pdn.png
Scale bar: 20 µm. Pins as bars on the die edge.
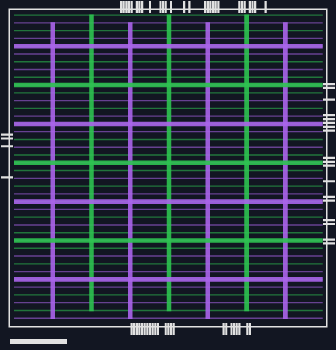
cell_classes.png
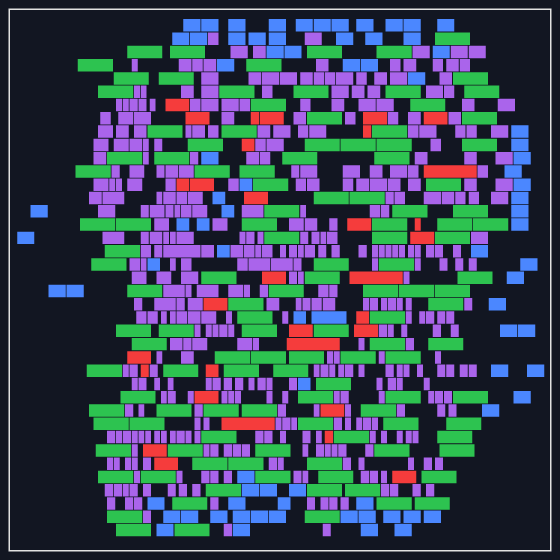
clock_map.png
Scale bar: 20 µm.
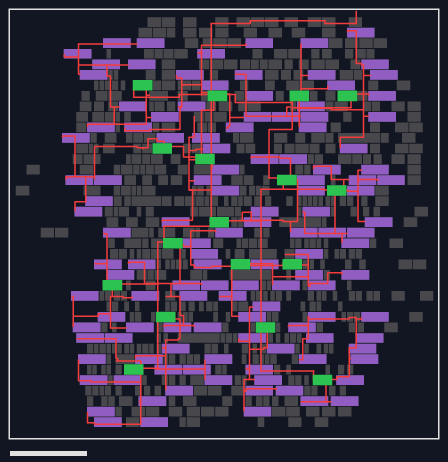
metal_stack.png
Scale bar: 20 µm.
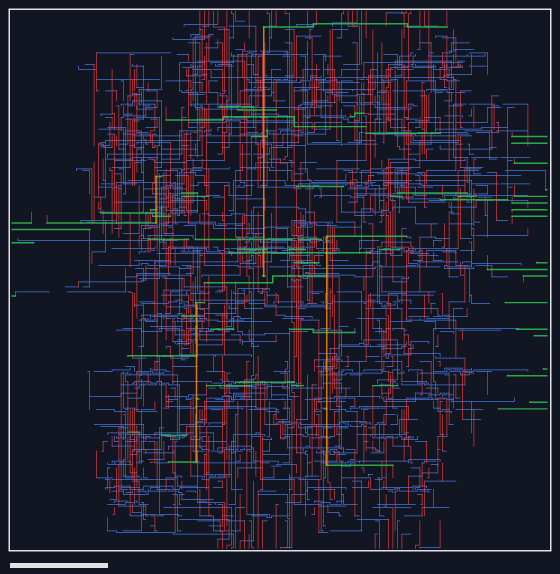
Design spi_master, sky130hd; sources not shown.
==> flow_metrics.tcl <==
# metrics dict for downstream scripts
set metrics [dict create \
    syn_inst 589 \
    post_cts_resized 0 \
    drt_first_iter_violations 232 \
    clockNetworkAreaShare 0.0691 \
    nNonClkBuffers 82 \
    common_cells "dfxtp_1, nand2_1, clkbuf_1" \
    dr.max_layer_used "met4" \
    critPathMaxStageDelay_ps 640 \
    worst_hold_path.num_cells 2 \
    hold_violations 0 \
    pwr-share-seq 0.453 \
    worstSetupPathType "reg -> out" \
    p_total_mw 3.56 \
    p_seq_mw 1.61 \
    drc 0 \
    crit_path_max_fanout 9 \
    setup_viol 0 \
    mostFrequentLayoutCell "dfxtp_1" \
    layout-drive-gt1-share 0.0799 \
    flop_cell "dfxtp_1" \
    max_freq_mhz 386 \
    port_buffers 72 \
    synth.yosys.seq_area_share 0.486 \
    dpl.hpwl_um 7100 \
    critPathArrivalTime_ps 1890 \
    synth.top_cell.area_share 0.486 \
    cts-root-buf "clkbuf_8" \
    status "finished, final reports clean" \
    power_switching_share 0.258 \
]
About pdn.png:
- green: VDD
- purple: VSS
- rows: 39
- met1 rails: 40
- signal pins: 73
- met5 straps: 7
- met4 straps: 7
Chip Width: 111 µm
floorplan die height: 111 µm
Core ar.: 11,500 µm²

About cell_classes.png:
- purple: all other logic (cells 414; share of their area 40%)
- blue: other buffers and delay cells (cells 82; share of their area 13%)
- red: clock drivers and dummy loads (cells 32; share of their area 7.1%)
- green: flip-flops (cells 123; share of their area 40%)
final core utilization: 0.550
Seq area share: 0.391
fin area: 6300 µm²
FP Rows: 39

About clock_map.png:
- green: cells driving clock nets (count 17)
- red: clock wires (length 1,450 µm)
- purple: flip-flops (count 123)
- routed clock nets: 18
- flops lie: all over the die
Skew-Pair Late Insertion Delay: 440 ps
P_clk: 1.44 mW
Clk pwr share: 0.405

About metal_stack.png:
- green: met3 (wire length 564 µm)
- orange: met4 (wire length 140 µm)
- red: met2 (wire length 5,560 µm)
- blue: met1 (wire length 4,860 µm)
DR vias: 4,308
total wire length: 11,100 µm
GRT Util Overall: 0.185
post-DR wirelength/cell: 14.0 µm

No activity file was given, so power comes from the tool's default toggle rates.
